==> config.mk <==
export PLATFORM = sky130hd
export DESIGN_NAME = led_activity_scheduler
export DESIGN_NICKNAME = d
export VERILOG_FILES = /design/src/rtl/led_activity_scheduler.sv
export SDC_FILE = /design/constraint.sdc
export NUM_CORES = 1
export LEC_CHECK = 0
export ABC_AREA = 0
export ABC_CLOCK_PERIOD_IN_PS = 5100
export CAP_MARGIN = 20
export CORE_ASPECT_RATIO = 1.25
export CORE_MARGIN = 2
export CORE_UTILIZATION = 45
export CTS_BUF_LIST = sky130_fd_sc_hd__clkbuf_4 sky130_fd_sc_hd__clkbuf_8 sky130_fd_sc_hd__clkbuf_16
export DETAILED_ROUTE_END_ITERATION = 6
export SETUP_SLACK_MARGIN = 0.5
export SYNTH_ARGS = -nofsm -noshare
export SYNTH_HDL_FRONTEND = slang
export SYNTH_SLANG_ARGS = --single-unit
==> constraint.sdc <==
create_clock -name clk -period 5.1 [get_ports clk]
set_clock_uncertainty 0.1 [all_clocks]
set_input_delay 0.765 -clock clk [delete_from_list [all_inputs] [get_ports clk]]
set_output_delay 0.765 -clock clk [all_outputs]
set_load 0.01 [all_outputs]
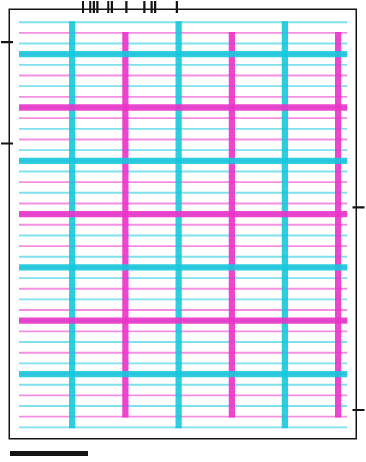
(run_1/power_grid.png)
The bar under the picture is 20 um long. Pins as bars on the die edge.
Key: magenta = VDD; cyan = VSS
The core has 38 rows. 7 straps on met5.
peak supply drop: 0.194 mV
core area: 8650 um^2
Die Width: 88.2 um
height of the die: 109 um

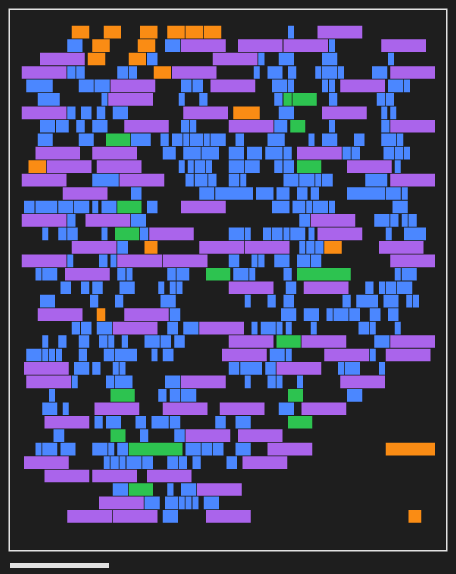
(run_1/placement_by_type.png)
The bar under the picture is 20 um long.
Key: orange = remaining buffers and delay cells [cells 18, share of their area 4.4%]; blue = combinational and other logic [cells 303, share of their area 44%]; purple = sequential cells [cells 80, share of their area 46%]; green = clock drivers and dummy loads [cells 16, share of their area 5.3%]
flip-flop and latch share of the layout cell area: 44.4%
post-route cell area: 4510 um^2
Std-Cell Rows: 38
fraction of the core area covered by cells at the end of the flow: 52.1%

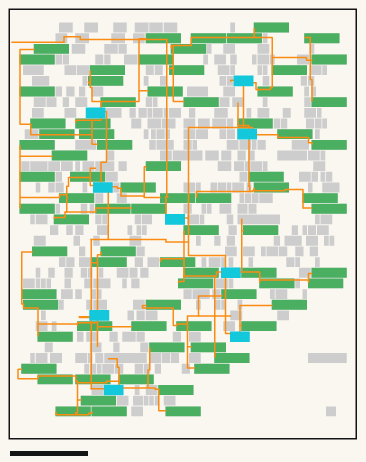
(run_1/clk_routes.png)
The bar under the picture is 20 um long.
Key: green = flip-flops [count 80]; cyan = clock drivers [count 9]; orange = clock wires [length 1050 um]
There are 10 routed clock nets. Position of the flops: widely spread.
Insertion Delay late pin: 360 ps
clk pwr: 532 uW

==> run notes, run 1 <==
Implementation numbers.

- The placement report lists the number of port buffers as 14.
- The tightest slew margin relative to the limit is 49.9%.
- The data arrival time of the worst path is 2850 ps.
- The kind of end point of the critical path reads a register.
- The floorplan-stage core utilization reads 46.0%.
- The peak clock frequency supported by timing reads 0.367 GHz.
- The number of buffers inserted by hold repair at cts is 0.
- Per the log, the first TritonRoute iteration ended with a DRC count of 137.
- For reference, the top cells by area after synthesis are sky130_fd_sc_hd__dfrtp_1, sky130_fd_sc_hd__xnor2_1, sky130_fd_sc_hd__xor2_1, sky130_fd_sc_hd__nor2_1, sky130_fd_sc_hd__nand3_1.
- The startpoint class of the critical path is a register.
- The number of global-route vias before repair is 2938.
- The minimum clock period after layout is 2720 ps.
- In this run the biggest area consumer among cell types represents 50.3% of the synthesized area.
- Across all layers, the routed design uses 2904 vias.
- Yosys mapped a number of flops with a built-in enable equal to 0.
- Setup repair after global routing left no endpoint under its margin.
- The flow ran to the end, and the final reports show no timing, DRC or antenna violations.
- The most common library cell in the layout ignoring fill and taps is sky130_fd_sc_hd__dfrtp_1.
- The floorplan step defined a die boundary enclosing 9630 um^2.
- The number of warnings in the stage logs reads 26.
- The number of nets in the synthesized netlist reads 402.
- Summed over all instances, the cell type with the most area after synthesis is sky130_fd_sc_hd__dfrtp_1.
- The share of synthesized area occupied by flip-flops and latches reads 50.3%.
- Post-CTS timing repair inserted 0 buffers for setup.
==> run 1: power by group through the flow <==
stage                     Combinational [uW]  Clock [uW]  Sequential [uW]
after global placement                   111           0              697
final                                    114         532              685
after CTS                                112         548              685
after floorplan                         44.6           0              699
after global routing                     126         581              690
after detailed placement                 111           0              697
==> run 1: worst max-delay path: stages, from the launching register on <==
cell                      delay (ps)
sky130_fd_sc_hd__dfrtp_1         450
sky130_fd_sc_hd__nor4_2          350
sky130_fd_sc_hd__nand4_2         230
sky130_fd_sc_hd__nor4_1          570
sky130_fd_sc_hd__o22a_1          560
sky130_fd_sc_hd__buf_8           240
sky130_fd_sc_hd__nor3_1           70
==> run 1: metrics by stage <==
step / utilization (%) / cells / worst slack [ps] / hold WS [ps]
floorplan: - / 393 / 2870 / 231
finish: 52.1 / 537 / 2380 / 164
detailed placement: 48.9 / 518 / 2060 / 236
global route: 52.1 / 537 / 2210 / 160
global placement: 48.9 / 518 / 2160 / 238
CTS: 51.5 / 534 / 2060 / 256
==> run 1: metal layers <==
metal / wire (um) / vias to the layer above / global-route usage, %
li1: - / 1413 / -
met5: 0 / - / 0
met1: 3450 / 1444 / 22.4
met4: 116 / 0 / 9.74
met3: 187 / 11 / 3.33
met2: 4130 / 36 / 31.8
==> run 1: logic make-up after synthesis <==
| family | after synthesis | share of synthesized area [%] |
|---|---|---|
| adder cells (fa/ha/maj) | 4 | 1.22 |
| flip-flops | 80 | 50.3 |
| AND-OR/OR-AND | 21 | 3.93 |
| multiplexers | 2 | 0.628 |
| AND/OR/NAND/NOR | 199 | 27.6 |
| buffers and inverters | 24 | 2.54 |
| XOR/XNOR | 63 | 13.9 |
==> run_1/wires.png <==
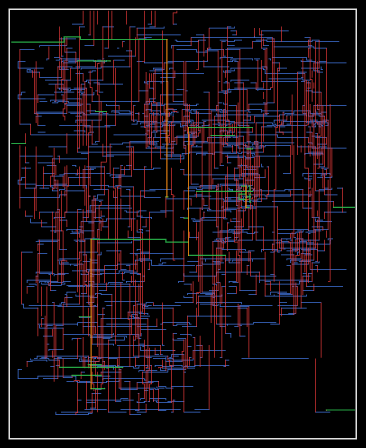

--- run 2 (diff from run 1) ---
ABC_CLOCK_PERIOD_IN_PS = 2200   (was 5100)
clock period = 2.2 ns   (was 5.1 ns; I/O delays follow)
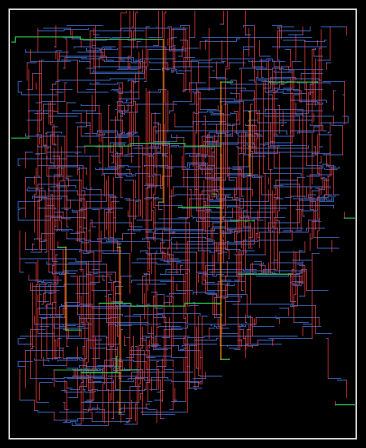
(run_2/wires.png)
Key: orange = metal 4 [wire length 191 um]; blue = metal 1 [wire length 4220 um]; red = metal 2 [wire length 5230 um]; green = metal 3 [wire length 209 um]
GRT Overall Usage: 21.1%
final WL: 9.85 mm
post-detailed-route wirelength per cell: 15.9 um
Vias: 3291

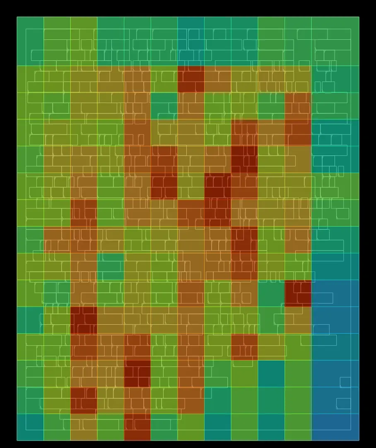
(run_2/congestion.png)
Global Route met1 Usage: 25.7%
GR Util met2: 37.3%
GRT Max-Usage Layer: met2

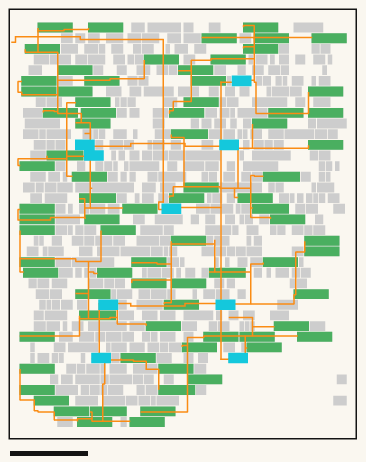
(run_2/clk_routes.png)
The bar under the picture is 20 um long.
Key: green = flip-flops [count 80]; cyan = clock drivers [count 9]; orange = clock wires [length 1070 um]
There are 10 routed clock nets. Position of the flops: widely spread.
clk pwr: 1310 uW
clock network power share: 40.4%
Insertion Delay late pin: 350 ps

==> run 2 against run 1 <==
The run now ends with setup timing left; count of clock-buffer cells in the layout stayed put; core utilization is 16 points higher; final cell count is 16% higher; power is 140% higher; clock power is 150% higher; via count is 13% higher; sequential cell count stayed put; die area stayed put; combinational power went up to 3.3 times the previous value; synthesized cell count stayed put; routed wire length is 25% higher; largest power group unchanged.
==> run notes, run 2 <==
Implementation numbers.

- The yosys stat cell total reads 393 (unchanged).
- The core outline area is 8650 um^2 (unchanged).
- The number of clock buffers inserted by TritonCTS is 9 (unchanged).
- The startpoint class of the critical path is a register (unchanged).
- Cell-by-cell listing of the critical path: or4b_1 -> or4_4 -> nor3_4 -> o22a_2 -> buf_6 -> clkbuf_16 -> nor2_1 (was nor4_2 -> nand4_2 -> nor4_1 -> o22a_1 -> buf_8 -> nor3_1).
- In the hold timing report, the worst path depth is 0.
- The floorplan-stage core utilization reads 46.0% (unchanged).
- Setup repair after global routing missed its margin: true (was false).
- The dominant cell type by area after synthesis is sky130_fd_sc_hd__dfrtp_1 (unchanged).
- The peak clock frequency supported by timing is 0.447 GHz (was 0.367 GHz).
- The number of instances in the placed design reads 562 (was 518).
- The checks that failed: setup timing.
- The number of flops mapped to enable cells by yosys reads 0 (unchanged).
- Synth area leaders: sky130_fd_sc_hd__dfrtp_1, sky130_fd_sc_hd__xnor2_1, sky130_fd_sc_hd__xor2_1, sky130_fd_sc_hd__nor2_1, sky130_fd_sc_hd__nand3_1 (unchanged).
- The site row count reads 38 (unchanged).
- The count of endpoints failing setup in the final report came to 26 (was 0).
- The peak supply drop reads 0.450 mV (was 0.194 mV).
- The worst slack at placement is -36.3 ps (was 2060 ps).
- The final tally of hold violations reads 0 (unchanged).
- The x dimension of the die reads 88.2 um (unchanged).
- The height of the die was 109 um (unchanged).
- The minimum clock period after layout is 2240 ps (was 2720 ps).
- The final core utilization reads 67.9% (was 52.1%).
- The final cell count without fillers is 621 (was 537).
- The kind of end point of the critical path is a register (unchanged).
- The CTS tree is yes (unchanged).
- The number of buffer cells added on primary ports came to 14 (unchanged).
- The area share of the largest cell type after synthesis was 50.3% (unchanged).
- The maximum cell stage delay along the critical path is 520 ps (was 570 ps).
- The share of synthesized area occupied by flip-flops and latches came to 50.3% (unchanged).
- The number of global-route vias before repair is 3333 (was 2938).
- The number of warnings in the stage logs came to 29 (was 26).
- The leakage power total reads 0.00253 uW (was 0.00184 uW).
- Outcome: finished with violations (was complete, no violations).
- The data arrival time of the worst path is 2380 ps (was 2850 ps).
- The area of the die is 9630 um^2 (unchanged).
- The setup slack of the critical path after layout came to -38.7 ps (was 2380 ps).
- The number of nets in the synthesized netlist reads 402 (unchanged).
- The cell area after technology mapping is 3980 um^2 (unchanged).
- The most common library cell in the layout ignoring fill and taps is sky130_fd_sc_hd__dfrtp_1 (unchanged).
- The tightest slew margin relative to the limit is 61.4% (was 49.9%).
- The antenna diode count came to 0 (unchanged).
- The worst reg-to-reg path cell count is 7 (was 6).
- The detailed router's first-iteration violation count reads 125 (was 137).
- The cell with the largest stage delay on the worst path was sky130_fd_sc_hd__or4b_1 (was sky130_fd_sc_hd__nor4_1).
run 2: through the flow:
step                cell area [um^2]  total power, uW  hold slack (ps)
floorplan                       4120             1730            -65.6
global placement                4680             1890              237
detailed placement              4680             1890              235
CTS                             5450             3260              254
global route                    5870             3390              267
finish                          5870             3240              252
run 2: final cells by class:
type	count	area, um^2	share of cell area (%)
Timing Repair Buffer	102	945	16.1
Clock buffer	10	131	2.24
Multi-Input combinational cell	289	2470	42.1
Clock inverter	6	108	1.83
Inverter	14	52.6	0.895
Sequential cell	80	2010	34.3
Tap cell	120	150	2.56
run 2: cell families (layout without fill, tap and decap cells):
logic type,after synthesis,after routing,share of synthesized area (%)
AOI/OAI and AO/OA,21,21,3.93
xor gates and xnor gates,63,63,13.9
adders and majority gates,4,4,1.22
buffers and inverters,24,132,2.54
DFF,80,80,50.3
muxes,2,2,0.628
and+or+nand+nor,199,199,27.6
run 2: routing by layer:
layer,up-vias,GRT usage (%),wire (um)
met5,-,0,0
met4,0,6.82,191
met3,15,4.01,208
met2,30,37.3,5230
met1,1657,25.7,4220
li1,1589,-,-
run 2: critical path: cells and delay by family (launching register included):
family | cells | cell delay (ps)
AND/OR/NAND/NOR | 4 | 1170
buffers and inverters | 2 | 280
flip-flops | 1 | 380
AND-OR/OR-AND | 1 | 220
run 2: where the power goes:
part,leakage (uW),internal (uW),switching [uW],total [uW]
clock network,0.000120,763,544,1310
registers,0.00106,1520,39.4,1560
logic,0.00136,194,180,374
run 2: repair_timing:
item	in CTS	in global routing
hold buffers	1	0
cloned	2	2
pin swaps	50	28
gates resized	62	79
setup endpoints to repair	70	73
setup buffers	32	6
hold endpoints to repair	41	0
Power is estimated from default activity; no workload was simulated.
